==> run_1/final_clocks.png <==
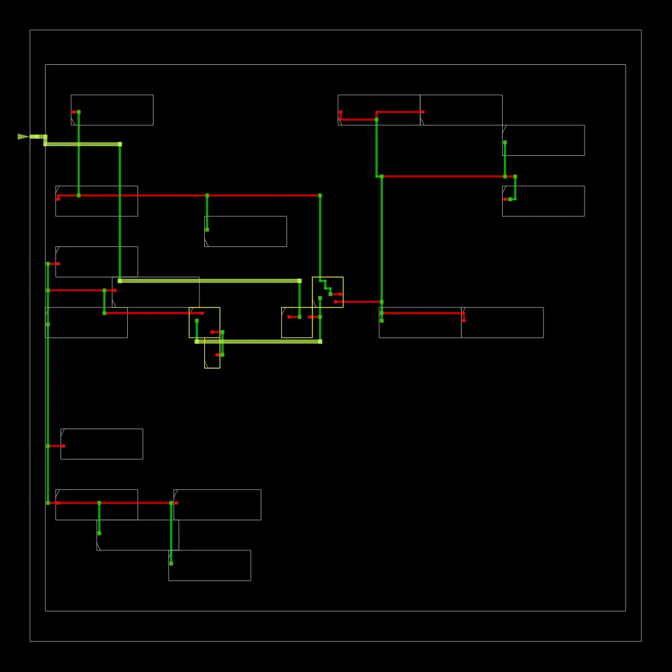
==> run_1/cell_classes.png <==
Fill, decap, tap and diode cells in gray.
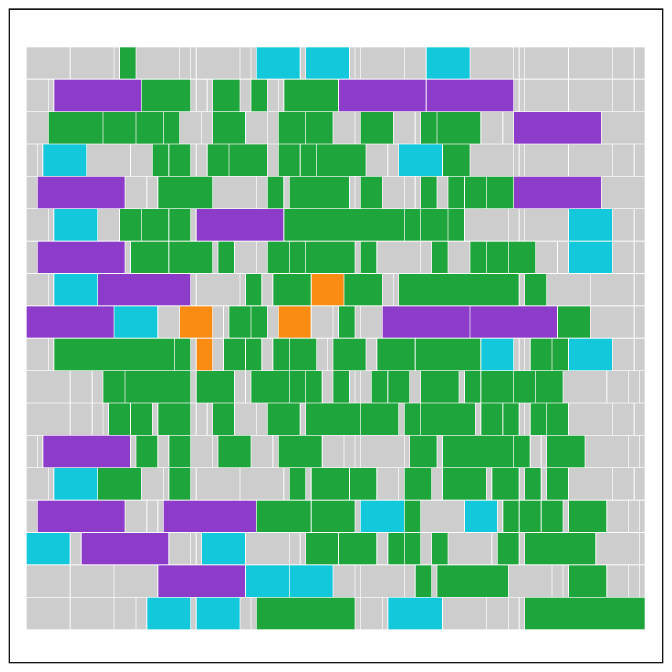
==> run_1/wire_density.png <==
Bar = 20 um. The die is cut into 11 by 11 equal tiles; dark blue is low, red is high, scaled to the fullest tile. Values are wire area over tile area, all layers added.
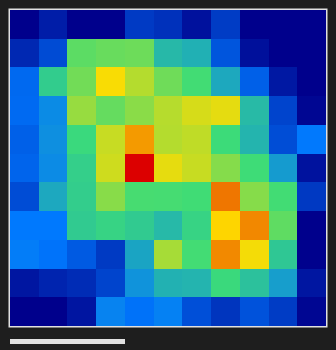
$ cat src/rtl/rr_arbiter4_pkg.sv
// Shared types, sizes and the rotate helper for the 4-way round-robin arbiter.
package rr_arbiter4_pkg;

  localparam int NUM_REQ = 4;
  localparam int ID_W    = 2;

  // Two-state grant FSM: nobody holds the resource, or exactly one requester does.
  typedef enum logic {
    ST_IDLE  = 1'b0,
    ST_GRANT = 1'b1
  } state_t;

  // Rotate right: result bit j is v[(j + sh) mod NUM_REQ], so the requester
  // at index sh lands on bit 0 and becomes the highest-priority candidate.
  function automatic logic [NUM_REQ-1:0] rotate_right(input logic [NUM_REQ-1:0] v,
                                                      input logic [ID_W-1:0]    sh);
    return NUM_REQ'({v, v} >> sh);
  endfunction

endpackage : rr_arbiter4_pkg

$ cat src/rtl/rr_pick4.sv
// Combinational round-robin picker: searches the masked request vector
// starting at the requester after ptr and returns the first one found.
module rr_pick4
  import rr_arbiter4_pkg::*;
(
  input  logic [NUM_REQ-1:0] req,
  input  logic [ID_W-1:0]    ptr,
  input  logic [NUM_REQ-1:0] excl,
  output logic [ID_W-1:0]    id,
  output logic               any
);

  logic [ID_W-1:0]    start;
  logic [NUM_REQ-1:0] rotated;
  logic [ID_W-1:0]    offset;

  // The search begins one past the last grantee; 2-bit arithmetic wraps 3 -> 0.
  assign start   = ptr + ID_W'(1);
  assign rotated = rotate_right(req & ~excl, start);
  assign any     = |rotated;

  // Priority-encode the rotated vector, lowest index wins.
  // NOTE: offset gets a default before the if-chain so no path leaves it
  // unassigned, which would otherwise infer a latch.
  always_comb begin
    offset = '0;
    if (rotated[0])      offset = 2'd0;
    else if (rotated[1]) offset = 2'd1;
    else if (rotated[2]) offset = 2'd2;
    else if (rotated[3]) offset = 2'd3;
  end

  // Undo the rotation to recover the absolute requester index.
  assign id = offset + start;

endmodule : rr_pick4

$ cat src/rtl/rr_arbiter4.sv
// Four-requester round-robin arbiter with registered one-hot grant,
// grant holding while the holder keeps requesting, and a fairness timeout.
module rr_arbiter4
  import rr_arbiter4_pkg::*;
#(
  parameter int unsigned MAX_HOLD = 8
) (
  input  logic               clk,
  input  logic               rst_n,
  input  logic [NUM_REQ-1:0] req,
  output logic [NUM_REQ-1:0] gnt,
  output logic [ID_W-1:0]    gnt_id,
  output logic               gnt_valid,
  output logic [7:0]         hold_cnt
);

  localparam logic [7:0] HOLD_LIM   = 8'(MAX_HOLD);
  localparam bit         TIMEOUT_EN = (MAX_HOLD != 0);

  state_t             state_q, state_d;
  logic [ID_W-1:0]    id_q, id_d;
  logic [ID_W-1:0]    ptr_q, ptr_d;
  logic [7:0]         hold_q, hold_d;
  logic [NUM_REQ-1:0] gnt_q, gnt_d;

  logic [NUM_REQ-1:0] excl;
  logic [ID_W-1:0]    pick_id;
  logic               pick_any;
  logic               holder_req;
  logic               timeout;

  // While granting, the holder is masked out so a timeout re-arbitration
  // cannot hand the grant straight back to it. When it has released, its
  // bit is already low and the mask changes nothing.
  assign excl = (state_q == ST_GRANT) ? (NUM_REQ'(1) << id_q) : '0;

  rr_pick4 u_pick (
    .req  (req),
    .ptr  (ptr_q),
    .excl (excl),
    .id   (pick_id),
    .any  (pick_any)
  );

  assign holder_req = req[id_q];
  assign timeout    = TIMEOUT_EN && (hold_q == HOLD_LIM);

  // Next-state logic: grant, hold, hand over on release/timeout, or go idle.
  always_comb begin
    state_d = state_q;
    id_d    = id_q;
    ptr_d   = ptr_q;
    hold_d  = hold_q;

    case (state_q)
      ST_IDLE: begin
        if (pick_any) begin
          state_d = ST_GRANT;
          id_d    = pick_id;
          ptr_d   = pick_id;
          hold_d  = 8'd1;
        end
      end

      ST_GRANT: begin
        if (!holder_req || timeout) begin
          // Release or fairness timeout: hand over with no idle gap if
          // anyone else is waiting.
          if (pick_any) begin
            id_d   = pick_id;
            ptr_d  = pick_id;
            hold_d = 8'd1;
          end else if (!holder_req) begin
            state_d = ST_IDLE;
            id_d    = '0;
            hold_d  = '0;
          end
          // Timeout with nobody else waiting: keep the grant, and hold_cnt
          // stays parked at MAX_HOLD.
        end else if (hold_q != 8'hFF) begin
          hold_d = hold_q + 8'd1;
        end
      end

      default: begin
        state_d = ST_IDLE;
        id_d    = '0;
        hold_d  = '0;
      end
    endcase
  end

  // The one-hot grant is decoded from the next id so it can be registered.
  assign gnt_d = (state_d == ST_GRANT) ? (NUM_REQ'(1) << id_d) : '0;

  // State register with synchronous active-low reset; ptr resets to the last
  // requester so the first search starts at requester 0.
  // NOTE: sequential state uses non-blocking assignments so every flop
  // samples the pre-edge values, independent of statement order.
  always_ff @(posedge clk) begin
    if (!rst_n) begin
      state_q <= ST_IDLE;
      id_q    <= '0;
      ptr_q   <= 2'd3;
      hold_q  <= '0;
      gnt_q   <= '0;
    end else begin
      state_q <= state_d;
      id_q    <= id_d;
      ptr_q   <= ptr_d;
      hold_q  <= hold_d;
      gnt_q   <= gnt_d;
    end
  end

  assign gnt       = gnt_q;
  assign gnt_id    = id_q;
  assign gnt_valid = (state_q == ST_GRANT);
  assign hold_cnt  = hold_q;

endmodule : rr_arbiter4
$ cat config.mk
export PLATFORM = sky130hd
export DESIGN_NAME = rr_arbiter4
export DESIGN_NICKNAME = d
export VERILOG_FILES = /design/src/rtl/rr_arbiter4_pkg.sv /design/src/rtl/rr_pick4.sv /design/src/rtl/rr_arbiter4.sv
export SDC_FILE = /design/constraint.sdc
export NUM_CORES = 1
export LEC_CHECK = 0
export CORE_UTILIZATION = 46
export CTS_CLUSTER_DIAMETER = 40
export CTS_CLUSTER_SIZE = 12
export DETAILED_ROUTE_END_ITERATION = 10
export HOLD_SLACK_MARGIN = 0.12
export PLACE_DENSITY = 0.7
export SETUP_SLACK_MARGIN = 0.3
export SYNTH_ARGS = -nofsm -noshare
export SYNTH_HDL_FRONTEND = slang
export SYNTH_SLANG_ARGS = --single-unit
$ cat constraint.sdc
create_clock -name clk -period 3.1 [get_ports clk]
set_clock_uncertainty 0.15 [all_clocks]
set_input_delay 0.465 -clock clk [delete_from_list [all_inputs] [get_ports clk]]
set_output_delay 0.465 -clock clk [all_outputs]
set_load 0.01 [all_outputs]
==> CHANGELOG.md, run 1 <==
## Flow update

- Result of the run: finished, final reports clean
- DRT antenna net count: 0
- Lkg Pwr: around 0.58 nW
- Post-layout net count: about 190
- Clock slew at reported path FFs: 0.11 ns
- Setup repair after global routing missed its margin: no
- Dominant flop cell: sky130_fd_sc_hd__dfxtp_1
- Post-Synthesis Net Count: around 160
- CP Depth: 13
- Worst Path Class, Setup: primary input to flop
- Endpoints failing setup: 0
- Gpl congestion: around 0.8
- Async S/R FF share, synth: 0
- Cell-by-cell listing of the critical path: clkdlybuf4s50_1, inv_1, o32ai_4, nor2_1, nor2_1, a21oi_1, o32ai_2, ha_2, inv_1, nor3_1, a21oi_1, a31oi_1, o21ai_0
- Power density normalized to cell area: slightly below 700 nW/um^2
- Bufs and invs on worst path: 3
- Tightest Hold Check Type: flop to flop
- Die height: 54.8 um
- Kind of cell adding the most delay to the critical path: AND-OR/OR-AND gates
- CP Data Arrival Time: roughly 2.7 ns
- Number of distinct library cell variants in the gate-level netlist after synthesis: between 50 and 60
- Top cell excl fill/tap: sky130_fd_sc_hd__clkdlybuf4s50_1
- Tally of buffers added on design ports: 20
- Hold Buf Count CTS: 0
- Max Buffers Root-to-Sink: 2
- Number of design-rule violations left by the first detailed-router iteration: 45
- Type of destination of the critical path: flop
- Peak clock frequency supported by timing: 370 MHz
- Post-synth area from yosys stat: ~1300 um^2
- GRT overflow: 0
- Cells after Synth: 153
- End of the worst register-to-register path: ptr_q[1]
- IR Drop Worst-Case VDD: roughly 550 uV
Notes on final_clocks.png above:
clock buffers created by TritonCTS: 3
number of clock-tree buffers in the layout: 4
total clock network power: 0.000120 W
TritonCTS Sinks: 17
registers: 17

Notes on cell_classes.png above:
Key: purple = flip-flops [cells 17, share of their area 22%]; orange = clock drivers and dummy loads [cells 4, share of their area 1.7%]; green = all other logic [cells 133, share of their area 62%]; cyan = other buffers and delay cells [cells 22, share of their area 14%]
Core Rows: 18
area of the core region: 2540 um^2
finished layout cell area: 1600 um^2
Layout Utilization: 0.629
register fraction of the total cell area: 0.214

Notes on wire_density.png above:
12% of the tiles are nearly empty. The mean over all tiles is 0.17. The densest ninth of the die: center. The fullest tile reaches 0.48.
WL final: 3.23 mm
global router's overall resource usage: 0.226

-- run 1: worst reg2reg max path, delay by kind of cell, from the launching register on --
kind / cells / cell delay, ns
compound gates: 6 / 0.77
simple gates: 4 / 0.74
flops: 1 / 0.53
fa+ha+maj: 1 / 0.26
buf+inv: 1 / 0.10
-- run 1: layout make-up --
type,count,area [um^2]
repair buffers,22,218
well taps,30,37.5
multi-input cells,118,920
flip-flops and latches,17,343
fillers,228,945
inverters,15,56.3
clock buffers,4,26.3
-- run 1: repair_timing --
item	CTS	global route
buffers inserted	0	1
gates resized	3	8
pin swaps	0	3
setup endpoints to repair	6	7
endpoints found under the hold margin	0	0
-- run 1: Yosys cell counts, drive strengths merged, types with 2 or more instances --
cell    number  area, um^2
dfxtp       17         340
inv         15        56.3
nor2        13        48.8
nand2       12        45.0
o21ai       12        60.1
a21oi       11        62.6
a31oi        7        43.8
o21a         7        53.8
nor3         6        35.0
o32ai        5        58.8
and4         3        31.3
buf          3        20.0
ha           3        37.5
nand2b       3        18.8
or2          3        21.3
a211oi       2        20.0
and3         2        12.5
and3b        2        17.5
mux2i        2        20.0
nand3        2        10.0
nor4         2        18.8
o211ai       2        15.0
o32a         2        21.3
-- run 1: how the worst min path moves through the flow --
stage | end | startpoint | slack (ns) | cells after the start
floorplan | hold_cnt[6] | hold_cnt[6] | 0.36 | 1
global placement | hold_cnt[5] | hold_cnt[5] | 0.36 | 1
detailed placement | hold_cnt[5] | hold_cnt[5] | 0.36 | 1
CTS | hold_cnt[5] | hold_cnt[5] | 0.38 | 1
global route | hold_cnt[5] | hold_cnt[5] | 0.41 | 1
finish | hold_cnt[5] | hold_cnt[5] | 0.38 | 1
-- run 1: report_power, final --
group | switching (W) | internal (W) | total [W]
Clock | 0.0000701 | 0.0000499 | 0.000120
Sequential | 0.0000417 | 0.000262 | 0.000304
Combinational | 0.000359 | 0.000308 | 0.000667
-- run 1: state kept, by name, indices dropped and copies added, names as in the netlist --
register,flops
gnt_valid,1
hold_cnt,8
gnt,4
ptr_q,2
gnt_id,2
-- run 1: cells by family (layout without fill, tap and decap cells) --
logic type | after synthesis | in the layout | synth area share
AOI/OAI and AO/OA | 57 | 57 | 0.342
and+or+nand+nor | 53 | 53 | 0.257
buffers and inverters | 18 | 41 | 0.0596
DFF | 17 | 17 | 0.266
adders and majority gates | 3 | 3 | 0.0293
muxes | 3 | 3 | 0.0332
xor gates and xnor gates | 2 | 2 | 0.0137
-- run 1: metrics by stage --
stage               setup slack (ns)  std cells  hold WS (ns)  setup TNS [ns]  power (W)
floorplan                      0.743        153         0.363               0   0.000748
global placement               0.154        201         0.360               0   0.000888
detailed placement           -0.0424        201         0.355          -0.176   0.000903
CTS                            0.313        205         0.380               0    0.00104
global route                   0.280        206         0.410               0    0.00116
finish                         0.399        206         0.383               0    0.00109
-- run 1: per-layer routing --
layer  part of all wire  track usage
met3              0.040       0.0361
met1               0.49        0.316
met5                  0            0
met2               0.46        0.363
met4             0.0071       0.0385
## Run 2: what changed since run 1
- clock period: 3.1 -> 2.7 ns (I/O delays scaled with it)
==> run 2 against run 1 <==
  * Worst setup slack worse by 0.13 ns
  * Non-clock buffer count up 21
  * Via count up 6.0%
  * Clock power up about 20%
  * First-iteration DRC count down 40%
  * Flip-flop count unchanged
  * Combinational power up 49%
  * Global-route usage up 3.1 points
  * Final area up 16%
  * Power up 37%
==> CHANGELOG.md, run 2 <==
## Flow update

- Peak clock frequency supported by timing: around 400 MHz
- Cells after Synth: 153
- Number of flip-flops in the largest register: 8
- Number of distinct library cell variants in the gate-level netlist after synthesis: 52
- FF+latch area: roughly 350 um^2
- Global router's overall resource usage: 0.257
- End of the worst register-to-register path: gnt_id[1]
- Cell taking the most area after synthesis: sky130_fd_sc_hd__dfxtp_1
- Endpoints failing setup: 0
- Non-filler cells in the finished layout: around 230
- Worst Path Class, Setup: primary input to flop
- Start point of the worst min-delay path: hold_cnt[0]
- Gpl congestion: around 0.84
- TritonCTS Sinks: 17
- CP Data Arrival Time: 2.46 ns
- Area of the core region: about 2500 um^2
- Dominant flop cell: sky130_fd_sc_hd__dfxtp_1
- Dominant cell by count in the synthesized netlist: sky130_fd_sc_hd__dfxtp_1
- Number of design-rule violations left by the first detailed-router iteration: 27
- Lkg Pwr: between 0.6 and 0.7 nW
- Post-layout net count: just over 200
- Tally of buffers added on design ports: 20
- Die height: 54.8 um
- Result of the run: finished, final reports clean
- IR Drop Worst-Case VDD: a little over 700 uV
- Top cell excl fill/tap: sky130_fd_sc_hd__buf_4
- Hold Buf Count CTS: 0
- Post-synth area from yosys stat: 1280 um^2
- Layout filler cell count: 195
- MI comb area: about 1000 um^2
- Setup repair after global routing missed its margin: yes
- GRT overflow: 0
- Core Rows: 18
- Most frequent cells after synthesis: 17 x sky130_fd_sc_hd__dfxtp_1, 15 x sky130_fd_sc_hd__inv_1, 13 x sky130_fd_sc_hd__nor2_1, 12 x sky130_fd_sc_hd__nand2_1, 11 x sky130_fd_sc_hd__o21ai_0
- Async S/R FF share, synth: 0
- Post-synth area hogs: sky130_fd_sc_hd__dfxtp_1 27%, sky130_fd_sc_hd__inv_1 4.4%, sky130_fd_sc_hd__o21ai_0 4.3%
- DRT antenna net count: 0
- Power density normalized to cell area: between 800 and 900 nW/um^2
- Tightest Hold Check Type: flop to flop
- Clock buffers created by TritonCTS: 3
- Post-Synthesis Net Count: about 160
- Clock slew at reported path FFs: 0.09 ns
- Worst Hold Margin: roughly 0.38 ns
- Worst hold path depth: 2
- Cell total after placement: ~220
- Yosys top cell area share: 0.266
[run 2: cell counts after synthesis]
Identical to the previous run, type by type.
[run 2: kinds of logic (layout without fill, tap and decap cells)]
family / after synthesis / in the layout / synth area share
AND-OR/OR-AND: 57 / 57 / 0.342
buffers and inverters: 18 / 62 / 0.0596
adder cells (fa/ha/maj): 3 / 3 / 0.0293
multiplexers: 3 / 3 / 0.0332
AND/OR/NAND/NOR: 53 / 53 / 0.257
XOR/XNOR: 2 / 2 / 0.0137
flip-flops: 17 / 17 / 0.266
[run 2: repair_timing]
item | 4_1_cts | 5_1_grt
resized | 17 | 25
setup endpoints to repair | 7 | 14
pin swaps | 6 | 11
buffers inserted | 4 | 3
endpoints found under the hold margin | 0 | 0
[run 2: stage by stage]
stage | setup TNS, ns | util | power, W | setup WS [ns]
detailed placement | -1.14 | 0.636 | 0.00110 | -0.218
global route | 0 | 0.730 | 0.00159 | 0.205
finish | 0 | 0.730 | 0.00149 | 0.273
floorplan | 0 | - | 0.000859 | 0.343
global placement | -0.253 | 0.636 | 0.00108 | -0.0637
CTS | 0 | 0.679 | 0.00133 | 0.302
[run 2: routing by layer]
layer | share of wire | GRT usage
met5 | 0 | 0
met4 | 0.0059 | 0.0385
met3 | 0.039 | 0.0333
met2 | 0.51 | 0.446
met1 | 0.45 | 0.341
[run 2: how the worst max path moves through the flow]
stage                   start   endpoint  slack [ns]  depth (start not counted)
floorplan           gnt_valid     gnt[2]        0.34                         12
detailed placement     req[0]     gnt[1]       -0.22                         12
CTS                    req[3]     gnt[3]        0.30                         11
global placement       req[1]  gnt_id[1]       -0.06                         12
global route        gnt_id[1]  gnt_id[1]        0.21                         11
finish                 req[3]  gnt_id[1]        0.27                         10
[run 2: layout make-up]
class	count	share of cell area
Multi-Input combinational cell	118	0.545
Timing Repair Buffer	43	0.201
Sequential cell	17	0.189
Inverter	15	0.0303
Tap cell	30	0.0202
Clock buffer	4	0.0141
[run 2: report_power, final]
part           internal [W]  switching (W)  leakage [nW]
Clock             0.0000576      0.0000813        0.0150
Combinational      0.000486       0.000506         0.537
Sequential         0.000309      0.0000544         0.141
Total              0.000853       0.000642         0.693
[run 2: worst max-delay path: stages]
cell and delay [ns]:
sky130_fd_sc_hd__clkdlybuf4s50_1 0.46, sky130_fd_sc_hd__nand2b_1 0.13, sky130_fd_sc_hd__o22ai_2 0.10, sky130_fd_sc_hd__buf_4 0.14
sky130_fd_sc_hd__o32ai_2 0.32, sky130_fd_sc_hd__ha_4 0.24, sky130_fd_sc_hd__a21oi_4 0.05, sky130_fd_sc_hd__a32oi_4 0.30
sky130_fd_sc_hd__o21a_2 0.25, sky130_fd_sc_hd__nor3_2 0.05
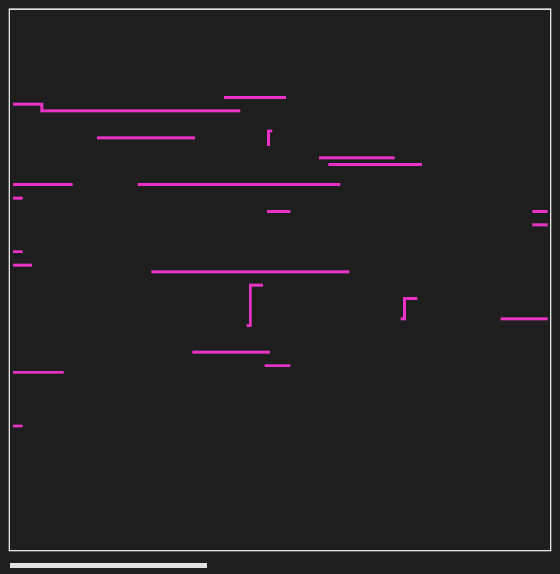
(run_2/met3.png)
Bar = 20 um.
20 nets have wire on it. The layer holds 3.9% of the routed length. The longest straight run is 20.2 um. The layer carries 139 um of wire.
detailed-route via count: 1,352
WL final: 3.58 mm
GR Util met3: 0.0333

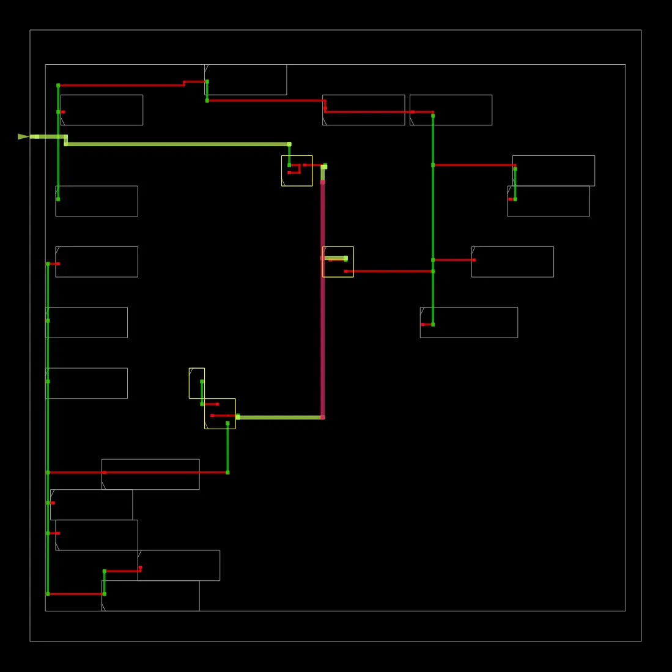
(run_2/final_clocks.png)
clk_lat worst skew: 0.30 ns
total clock network power: 0.000139 W

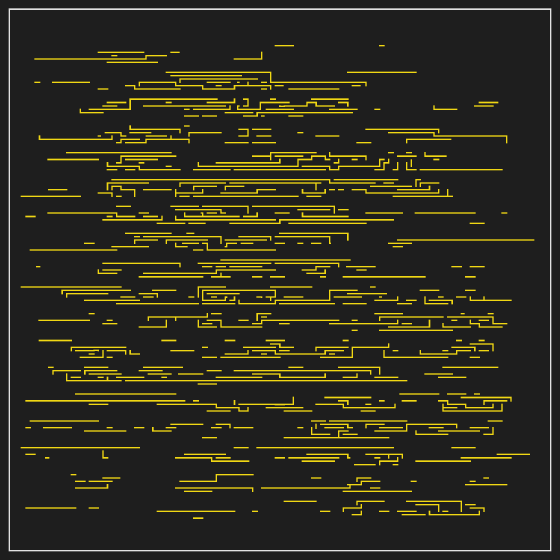
(run_2/met1.png)
The layer holds 45% of the routed length. The longest straight run is 28.5 um.
met1 track demand over resource: 0.341

No activity file was given, so power comes from the tool's default toggle rates.
